File: config.mk
export PLATFORM = sky130hd
export DESIGN_NAME = fix_timestamp_counter
export DESIGN_NICKNAME = d
export VERILOG_FILES = /design/src/rtl/fix_timestamp_counter.sv
export SDC_FILE = /design/constraint.sdc
export NUM_CORES = 1
export LEC_CHECK = 0
export ABC_AREA = 1
export CAP_MARGIN = 20
export CORE_MARGIN = 5
export CORE_UTILIZATION = 35
export CTS_CLUSTER_SIZE = 14
export DETAILED_ROUTE_END_ITERATION = 8
export GPL_TIMING_DRIVEN = 0
export SLEW_MARGIN = 10
export SYNTH_ARGS = -nofsm -noshare
export SYNTH_HDL_FRONTEND = slang
export SYNTH_SLANG_ARGS = --single-unit
File: constraint.sdc
create_clock -name clk -period 3.85 [get_ports clk]
set_input_delay 0.77 -clock clk [delete_from_list [all_inputs] [get_ports clk]]
set_output_delay 0.77 -clock clk [all_outputs]
set_load 0.02 [all_outputs]
File: src/rtl/fix_timestamp_counter.sv
// BCD calendar timestamp counter (fraction, SS, MM, HH, DD, MM, YYYY) with single-cycle carry
// resolution, leap-year aware date rollover and validated loading.
module fix_timestamp_counter #(
    parameter  int FRAC_DIGITS = 3,
    localparam int NDIG        = 14 + FRAC_DIGITS
) (
    input  logic              clk,
    input  logic              rst,
    input  logic              tick,
    input  logic              load,
    input  logic [4*NDIG-1:0] load_ts,
    output logic [4*NDIG-1:0] ts,
    output logic              ts_valid,
    output logic              load_err,
    output logic              sec_strobe,
    output logic              day_strobe
);
    localparam int SEC = FRAC_DIGITS;
    localparam int MIN = SEC + 2;
    localparam int HR  = SEC + 4;
    localparam int DAY = SEC + 6;
    localparam int MON = SEC + 8;
    localparam int YR  = SEC + 10;

    typedef logic [4*NDIG-1:0] ts_t;

    function automatic logic [7:0] bcd2_inc(input logic [7:0] b);
        if (b[3:0] == 4'd9) return {b[7:4] + 4'd1, 4'd0};
        else                return {b[7:4], b[3:0] + 4'd1};
    endfunction

    // 9999 wraps to 0000 naturally because the final carry is dropped.
    function automatic logic [15:0] bcd4_inc(input logic [15:0] y);
        logic [15:0] r;
        logic        c;
        r = y;
        c = 1'b1;
        for (int i = 0; i < 4; i++) begin
            if (c) begin
                if (r[4*i +: 4] == 4'd9) r[4*i +: 4] = 4'd0;
                else begin
                    r[4*i +: 4] = r[4*i +: 4] + 4'd1;
                    c = 1'b0;
                end
            end
        end
        return r;
    endfunction

    // Two-digit BCD number divisible by 4: even tens need units 0/4/8, odd tens need 2/6.
    function automatic logic div4(input logic [3:0] tens, input logic [3:0] units);
        if (tens[0]) return (units == 4'd2) || (units == 4'd6);
        else         return (units == 4'd0) || (units == 4'd4) || (units == 4'd8);
    endfunction

    function automatic logic is_leap(input logic [15:0] y);
        logic century;
        century = (y[7:0] == 8'h00);
        return div4(y[7:4], y[3:0]) && (!century || div4(y[15:12], y[11:8]));
    endfunction

    function automatic logic [7:0] days_in_month(input logic [7:0] mon, input logic [15:0] y);
        case (mon)
            8'h04, 8'h06, 8'h09, 8'h11: return 8'h30;
            8'h02:                      return is_leap(y) ? 8'h29 : 8'h28;
            default:                    return 8'h31;
        endcase
    endfunction

    // Byte-wise compares of packed BCD are numeric once every digit is known to be <= 9.
    function automatic logic ts_legal(input ts_t v);
        logic ok;
        ok = 1'b1;
        for (int i = 0; i < NDIG; i++)
            if (v[4*i +: 4] > 4'd9) ok = 1'b0;
        if (v[4*SEC +: 8] > 8'h59) ok = 1'b0;
        if (v[4*MIN +: 8] > 8'h59) ok = 1'b0;
        if (v[4*HR +: 8] > 8'h23) ok = 1'b0;
        if (v[4*MON +: 8] == 8'h00 || v[4*MON +: 8] > 8'h12) ok = 1'b0;
        if (v[4*DAY +: 8] == 8'h00 ||
            v[4*DAY +: 8] > days_in_month(v[4*MON +: 8], v[4*YR +: 16])) ok = 1'b0;
        return ok;
    endfunction

    function automatic ts_t reset_ts();
        ts_t v;
        v = '0;
        v[4*DAY +: 8] = 8'h01;
        v[4*MON +: 8] = 8'h01;
        v[4*YR +: 16] = 16'h1970;
        return v;
    endfunction

    ts_t  ts_next;
    logic sec_adv;
    logic day_adv;
    logic load_ok;
    logic carry;

    assign load_ok = ts_legal(load_ts);

    // Whole carry chain is combinational so one tick settles in a single cycle.
    always_comb begin
        ts_next = ts;
        carry   = tick;
        for (int i = 0; i < FRAC_DIGITS; i++) begin
            if (carry) begin
                if (ts[4*i +: 4] == 4'd9) ts_next[4*i +: 4] = 4'd0;
                else begin
                    ts_next[4*i +: 4] = ts[4*i +: 4] + 4'd1;
                    carry = 1'b0;
                end
            end
        end
        sec_adv = carry;
        if (carry) begin
            if (ts[4*SEC +: 8] == 8'h59) ts_next[4*SEC +: 8] = 8'h00;
            else begin
                ts_next[4*SEC +: 8] = bcd2_inc(ts[4*SEC +: 8]);
                carry = 1'b0;
            end
        end
        if (carry) begin
            if (ts[4*MIN +: 8] == 8'h59) ts_next[4*MIN +: 8] = 8'h00;
            else begin
                ts_next[4*MIN +: 8] = bcd2_inc(ts[4*MIN +: 8]);
                carry = 1'b0;
            end
        end
        if (carry) begin
            if (ts[4*HR +: 8] == 8'h23) ts_next[4*HR +: 8] = 8'h00;
            else begin
                ts_next[4*HR +: 8] = bcd2_inc(ts[4*HR +: 8]);
                carry = 1'b0;
            end
        end
        day_adv = carry;
        if (carry) begin
            if (ts[4*DAY +: 8] == days_in_month(ts[4*MON +: 8], ts[4*YR +: 16]))
                ts_next[4*DAY +: 8] = 8'h01;
            else begin
                ts_next[4*DAY +: 8] = bcd2_inc(ts[4*DAY +: 8]);
                carry = 1'b0;
            end
        end
        if (carry) begin
            if (ts[4*MON +: 8] == 8'h12) ts_next[4*MON +: 8] = 8'h01;
            else begin
                ts_next[4*MON +: 8] = bcd2_inc(ts[4*MON +: 8]);
                carry = 1'b0;
            end
        end
        if (carry) ts_next[4*YR +: 16] = bcd4_inc(ts[4*YR +: 16]);
    end

    // A legal load overrides any tick in the same cycle; a rejected load lets the tick through.
    always_ff @(posedge clk) begin
        if (!rst) begin
            ts         <= reset_ts();
            ts_valid   <= 1'b0;
            load_err   <= 1'b0;
            sec_strobe <= 1'b0;
            day_strobe <= 1'b0;
        end else if (load && load_ok) begin
            ts         <= load_ts;
            ts_valid   <= 1'b1;
            load_err   <= 1'b0;
            sec_strobe <= 1'b0;
            day_strobe <= 1'b0;
        end else begin
            ts         <= ts_next;
            load_err   <= load;
            sec_strobe <= sec_adv;
            day_strobe <= day_adv;
        end
    end
endmodule

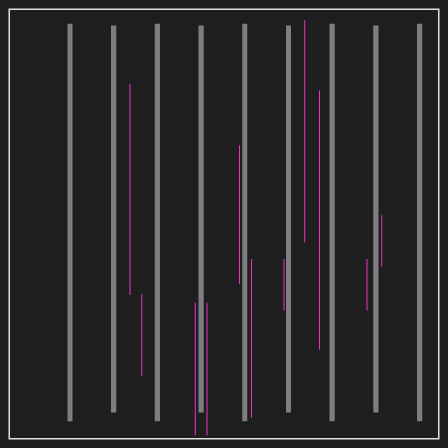
Fig. 1. Met4 routing (run 1).
Supply wires on this layer in gray.
The layer holds 2.4% of the routed length. 9 nets have wire on it.
via count: 5985
final WL: 19070 µm

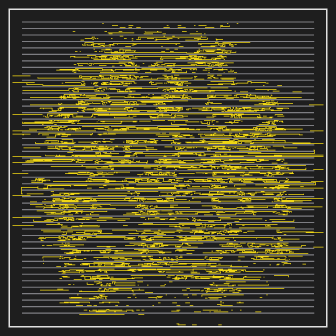
Fig. 2. M1 wires (run 1).
Supply wires on this layer in gray.
The layer holds 48% of the routed length. The wires run mostly horizontal.
M1 GR Usage: 0.2938

==> run summary, run 1 <==
run metrics: status finished, final reports clean, Metal-1 WL 9097 µm, logic share of the area 0.4638, fmax 0.2824 GHz, row count 45, first-pass GRT wire length 29690 µm, vias in the first global route around 5500, Global Route Usage Sum 0.2108, post-layout period usage 0.9198, post-route ant nets 0, YS warnings 0, comb area leader simple AND/OR/NAND/NOR gates, Setup Fix Bufs, Post-CTS 0, drt pass-1 iters 6, Lkg Pwr 3.182 nW, Comb area about 3400 µm², Non-Filler Instances between 1000 and 1500, Stages on worst setup path 18, Max power group the clock network, Dominant cell area share 0.2726, residual overflow from global routing 0, FF/Latch Area 1441 µm², Non-clk invs about 120, Startpoint Class input port, DR vias/cell 5.013, Buf/Inv on CP 4, Synth mux share 0, area fraction in compound gates 0.1756, IO buf count about 140, Post-Syn Area 5288 µm², Max Buffers Root-to-Sink 2, P_clk 756 µW, CTS tree done, yosys stat area 5288 µm², max_cap viols 0, Seq power 751 µW, GR Layer Usage met3 0.03574, Top Layout Cells nand2_1, clkdlybuf4s50_1, nor2_1, inv_1, o21ai_0, buffering overhead 0.2150, Logic pwr share 0.112, Crit. Startpoint load_ts[47], floorplan core density 0.3517, comb pwr 191 µW, fill count 1519, Pwr Total 1.698 mW, hold path startpoint ts_valid, Final HPWL DP 14580 µm, most frequent logic cell in the layout nand2_1, Final setup viols 0, worst path cell trace clkdlybuf4s50_1 > nor2_2 > nand3_1 > nor3_2 > inv_1 > a41oi_2 > a32oi_1 > ha_1 > nand3_1 > nand3_1 > nand2_1 > nor2_1 > nand3_2 > buf_4 > clkbuf_2 > o21ai_0 > nand3b_1 > nand3_1, critical path class input port to register, number of antenna violations at the first check in global routing 0, Slew @ Worst Pin 0.7100 ns, Hold WS 0.4762 ns, Clock-cell share 0.03393, Routability Congestion 0.8857, PostCTS Resize Cnt 5, slowest stage delay, CP 0.52 ns, worst path required time 4.05 ns, initial DRC count roughly 430, clock share of power 0.445, Seq/total area 0.1964
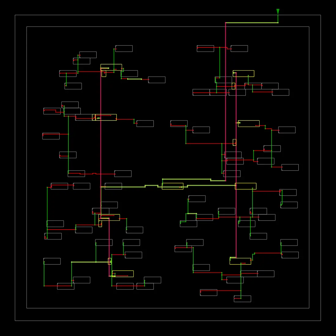
Fig. 3. Clock wiring as the flow saved it (run 1).
clkbuf count: 14
Inserted Clock Buffers: 9
Num Clock Sinks: 72
clock skew: 0.009518 ns

[run 1: cells in the mapped netlist, types with 3 or more instances]
cell type	count
a211oi_1	5
a21oi_1	28
a31oi_1	13
buf_2	6
clkbuf_1	13
dfxtp_1	72
ha_1	19
inv_1	104
inv_2	11
nand2_1	175
nand2_2	6
nand3_1	64
nand3b_1	4
nand4_1	9
nand4_4	4
nor2_1	126
nor2_2	4
nor2_4	3
nor3_1	16
o211ai_1	8
o21ai_0	73
o21ai_1	19
o21ai_4	3
o22ai_1	3
o31ai_1	3
or2_2	4
xnor2_1	7
xor2_1	15
[run 1: sequential cells by signal, indices dropped and copies added, names as in the netlist]
signal / flops
ts_valid: 1
sec_strobe: 1
ts: 68
load_err: 1
day_strobe: 1
Fig. 4: run 1, close-up of the layout
Scale bar: 10 µm. Region (51, 51) to (81, 81) µm. Cells in gray, sequential cells in the stronger gray; small squares are vias.
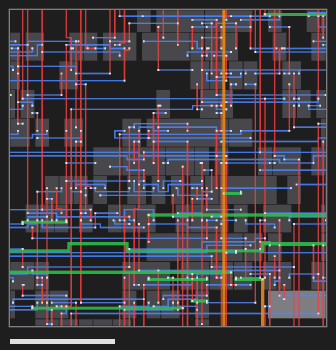

==> run 2, diff against run 1 <==
Settings changed: CORE_UTILIZATION 35 to 49, PLACE_DENSITY set to 0.81.
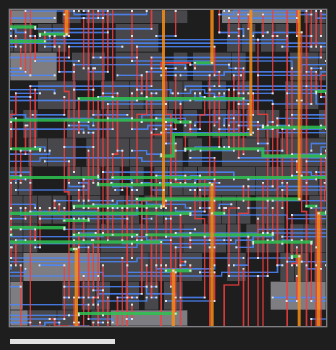
Fig. 5. Close-up of the layout (run 2).
Scale bar: 10 µm. Region (42, 42) to (72, 72) µm. Cells in gray, sequential cells in the stronger gray; small squares are vias.
Key: met4 = orange; met3 = green; met2 = red; met1 = blue
Netlist names of flops here include ts (4). 105 logic cells have their middle in the window. Most frequent: nand2_1 (23), nor2_1 (19). Sequential cells in the window: 4.

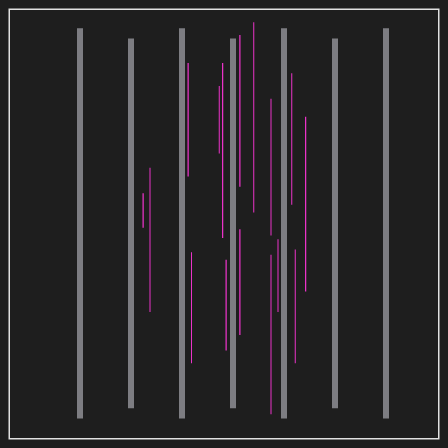
Fig. 6. Met4 routing (run 2).
Supply wires on this layer in gray.
The layer holds 2.9% of the routed length. The layer carries 520 µm of wire. The longest straight run is 50.3 µm. 15 nets have wire on it.
via count: 6204
final WL: 17640 µm

==> run summary, run 2 <==
run metrics: Slew @ Worst Pin 0.7806 ns (was 0.7100 ns), Reg with most FFs ts (unchanged), Max Buffers Root-to-Sink 2 (unchanged), drt wl/cell 15.39 µm (was 15.97 µm), GR Layer Usage met3 0.04032 (was 0.03574), Lkg Pwr 3.154 nW (was 3.182 nW), clock share of power 0.366 (was 0.445), Logic pwr share 0.128 (was 0.112), Max power group sequential cells (was the clock network), count leader, synth nand2_1 (unchanged), Synth mux share 0 (unchanged), post-layout period usage 0.9439 (was 0.9198), Metal-1 WL 7787 µm (was 9097 µm), comb area leader simple AND/OR/NAND/NOR gates (unchanged), Non-Filler Instances 1146 (was 1194), initial DRC count 500 (was 426), Seq power 750 µW (was 751 µW), Num Clock Sinks 72 (unchanged), Dominant cell area share 0.2726 (unchanged), Crit. Startpoint load_ts[47] (unchanged), worst endpoint data arrival time 3.85 ns (was 3.74 ns), Buf/Inv on CP 4 (unchanged), comb pwr 189 µW (was 191 µW), slowest stage delay, CP 0.51 ns (was 0.52 ns), Top Layout Cells nand2_1, clkdlybuf4s50_1, nor2_1, inv_1, o21ai_0 (unchanged), layout cells sized above 1 0.07853 (was 0.07555), drt pass-1 iters 6 (unchanged), Final setup viols 0 (unchanged), Final HPWL DP 13290 µm (was 14580 µm), status finished, final reports clean (unchanged), fmax 0.2752 GHz (was 0.2824 GHz), Pwr Total 1.482 mW (was 1.698 mW), YS warnings 0 (unchanged), critical path class input port to register (unchanged), most frequent logic cell in the layout nand2_1 (unchanged), fill count 969 (was 1519), number of antenna violations at the first check in global routing 0 (unchanged), CTS tree done (unchanged), Hold WS 0.4807 ns (was 0.4762 ns), Inserted Clock Buffers 9 (unchanged), residual overflow from global routing 0 (unchanged), DR vias/cell 5.414 (was 5.013), worst path cell trace clkdlybuf4s50_1 > nor2_2 > nand3_1 > nor3_2 > inv_1 > a41oi_1 > a32oi_1 > ha_1 > nand3_1 > nand3_1 > nand2_1 > nor2_1 > nand3_2 > clkbuf_4 > clkbuf_2 > o21ai_0 > nand3b_1 > nand3_1 (was clkdlybuf4s50_1 > nor2_2 > nand3_1 > nor3_2 > inv_1 > a41oi_2 > a32oi_1 > ha_1 > nand3_1 > nand3_1 > nand2_1 > nor2_1 > nand3_2 > buf_4 > clkbuf_2 > o21ai_0 > nand3b_1 > nand3_1), reg2reg setup slack 1.31 ns (was 1.30 ns), worst path required time 4.06 ns (was 4.05 ns), post-route ant nets 0 (unchanged), floorplan core density 0.4943 (was 0.3517), top cells by count nand2_1, nor2_1, inv_1 (unchanged), yosys stat area 5288 µm² (unchanged), Routability Congestion 0.9695 (was 0.8857), Stages on worst setup path 18 (unchanged), area fraction in compound gates 0.1756 (unchanged), Post-Syn Area 5288 µm² (unchanged), Syn Inst Count 841 (unchanged), Startpoint Class input port (unchanged), IO buf count 143 (unchanged), first-pass GRT wire length 27720 µm (was 29690 µm), M1 GR Usage 0.3587 (was 0.2938), vias in the first global route 5622 (was 5542), CTS H-Tree Depth 3 (unchanged)
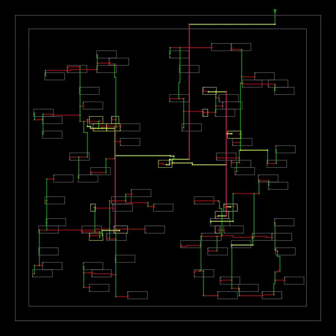
Fig. 7. Clock wiring as the flow saved it (run 2).
Latency at later pin: 0.36 ns
P_clk: 543 µW
Seq cells: 72
clock skew: 0.01448 ns

-- run 2: layout make-up --
cell class,count,area (µm²),share of cell area
flip-flops and latches,72,1441,0.2005
plain buffers,20,105.1,0.01462
clock buffers,10,137.6,0.01914
clock inverters,4,22.52,0.003132
inverters,115,431.7,0.06003
multi-input cells,634,3373,0.4691
repair buffers,151,1504,0.2092
well taps,140,175.2,0.02436
-- run 2: repair_timing --
item	CTS	global route
cloned	0	0
setup buffers	0	8
gates resized	3	17
pin swaps	0	2
setup endpoints to repair	17	69
endpoints found under the hold margin	0	0
-- run 2: kinds of logic (layout without fill, tap and decap cells) --
kind of cell,after synthesis,count (layout)
DFF,72,72
AOI/OAI and AO/OA,162,162
and+or+nand+nor,431,431
buffers and inverters,135,300
adders and majority gates,19,19
xor gates and xnor gates,22,22
Fig. 8: run 2, M1 wires
Supply wires on this layer in gray.
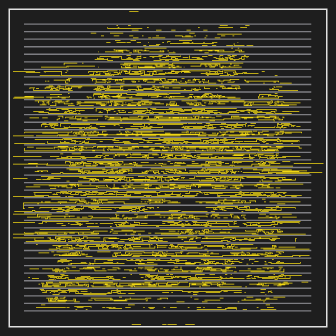

==> run 3, diff against run 2 <==
Settings changed: CORE_ASPECT_RATIO set to 1.1.
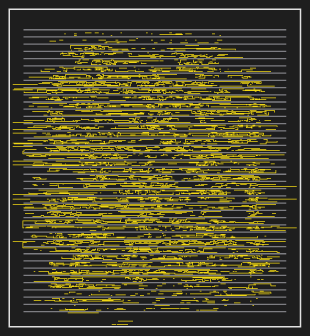
Fig. 9. M1 wires (run 3).
Supply wires on this layer in gray.
985 nets have wire on it. The layer carries 7480 µm of wire. The layer holds 43% of the routed length.
via count: 6174
final WL: 17600 µm
M1 GR Usage: 0.3629

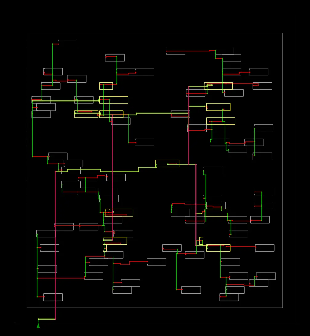
Fig. 10. Clock wiring as the flow saved it (run 3).
P_clk: 908 µW
clock skew: 0.005103 ns
Latency at later pin: 0.34 ns

==> run summary, run 3 <==
run metrics: status finished, final reports clean (unchanged), worst path cell trace clkdlybuf4s50_1 > nor2_2 > nand3_1 > nor3_2 > inv_1 > a41oi_1 > a32oi_1 > ha_1 > nand3_1 > nand3_1 > nand2_1 > nor2_1 > nand3_1 > buf_6 > o21ai_4 > nand4_4 > o21bai_1 > nor2_1 (was clkdlybuf4s50_1 > nor2_2 > nand3_1 > nor3_2 > inv_1 > a41oi_1 > a32oi_1 > ha_1 > nand3_1 > nand3_1 > nand2_1 > nor2_1 > nand3_2 > clkbuf_4 > clkbuf_2 > o21ai_0 > nand3b_1 > nand3_1), post-route ant nets 0 (unchanged), IO buf count 143 (unchanged), Final HPWL DP 13350 µm (was 13290 µm), CTS tree done (unchanged), metal2 WL 7974 µm (was 8186 µm), fill count 897 (was 969), Startpoint Class input port (unchanged), YS warnings 0 (unchanged), CTS H-Tree Depth 3 (unchanged), Global Route Usage Sum 0.2628 (was 0.2674), Dominant cell area share 0.2726 (unchanged), drt pass-1 iters 6 (unchanged), Non-Filler Instances 1144 (was 1146), most frequent logic cell in the layout nand2_1 (unchanged), count leader, synth nand2_1 (unchanged), number of antenna violations at the first check in global routing 0 (unchanged), FF-to-FF End ts[54] (was ts[62]), Num Clock Sinks 72 (unchanged), Routability Congestion 1.002 (was 0.9695), reg2reg setup slack 1.32 ns (was 1.31 ns), critical path class input port to register (unchanged), Reg with most FFs ts (unchanged), area fraction in compound gates 0.1756 (unchanged), PostCTS Resize Cnt 5 (was 3), Seq power 751 µW (was 750 µW), Inserted Clock Buffers 9 (unchanged), Max power group the clock network (was sequential cells), initial DRC count 524 (was 500), cell accounting for the most synthesized area dfxtp_1 (unchanged), top cells by count nand2_1, nor2_1, inv_1 (unchanged), fraction of registers with async set/reset 0 (unchanged), floorplan core density 0.5040 (was 0.4943), max_cap viols 0 (unchanged), number of flip-flops under the largest register name 68 (unchanged), worst endpoint data arrival time 3.87 ns (was 3.85 ns), yosys stat area 5288 µm² (unchanged), residual overflow from global routing 0 (unchanged), Stages on worst setup path 18 (unchanged), Logic pwr share 0.101 (was 0.128), Pwr Total 1.846 mW (was 1.482 mW), Crit. Startpoint load_ts[47] (unchanged), Syn Inst Count 841 (unchanged), layout cells sized above 1 0.06893 (was 0.07853), row count 39 (was 38), fmax 0.2749 GHz (was 0.2752 GHz), first-pass GRT wire length 27200 µm (was 27720 µm), Buf/Inv on CP 3 (was 4), Max Buffers Root-to-Sink 2 (unchanged), Yosys Instances 841 (unchanged), Final setup viols 0 (unchanged), Hold WS 0.4723 ns (was 0.4807 ns), worst path required time 4.08 ns (was 4.06 ns), Setup Fix Bufs, Post-CTS 0 (unchanged), Synth mux share 0 (unchanged), slowest stage delay, CP 0.50 ns (was 0.51 ns), GR Layer Usage met3 0.03193 (was 0.04032), vias in the first global route 5498 (was 5622), Lkg Pwr 3.181 nW (was 3.154 nW), post-layout period usage 0.9448 (was 0.9439), DR vias/cell 5.397 (was 5.414), drt wl/cell 15.38 µm (was 15.39 µm), Top Layout Cells nand2_1, clkdlybuf4s50_1, nor2_1, inv_1, o21ai_0 (unchanged)
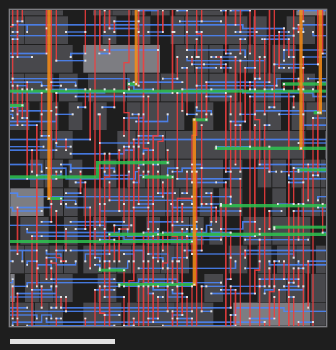
Fig. 11. Close-up of the layout (run 3).
Scale bar: 10 µm. Region (40, 44) to (70, 74) µm. Cells in gray, sequential cells in the stronger gray; small squares are vias.
Key: met2 = red; met4 = orange; met3 = green; met1 = blue
Netlist names of flops here include ts (2). Sequential cells in the window: 2. Most frequent: nor2_1 (21), nand2_1 (20), inv_1 (13). 109 logic cells have their middle in the window.

run 3: netlist changes by cell type in the layout (fill, tap and decap cells not counted), moves of 2 or more:
cell       change
bufinv_16      +2
clkbuf_16      +9
buf_4          -5
buf_2          +2
clkinv_2       -2
clkbuf_2       -2
clkbuf_8       -9
clkbuf_1       +3
run 3: final cells by class:
type                            instances  area (µm²)  area share
Multi-Input combinational cell        634        3366      0.4625
Clock buffer                           13       250.2     0.03439
Timing Repair Buffer                  145        1446      0.1988
Buffer                                 19       97.59     0.01341
Sequential cell                        72        1441      0.1981
Tap cell                              143       178.9     0.02459
Clock inverter                          3       65.06    0.008941
Inverter                              115       431.7     0.05932
Power and IR drop assume default switching activity.
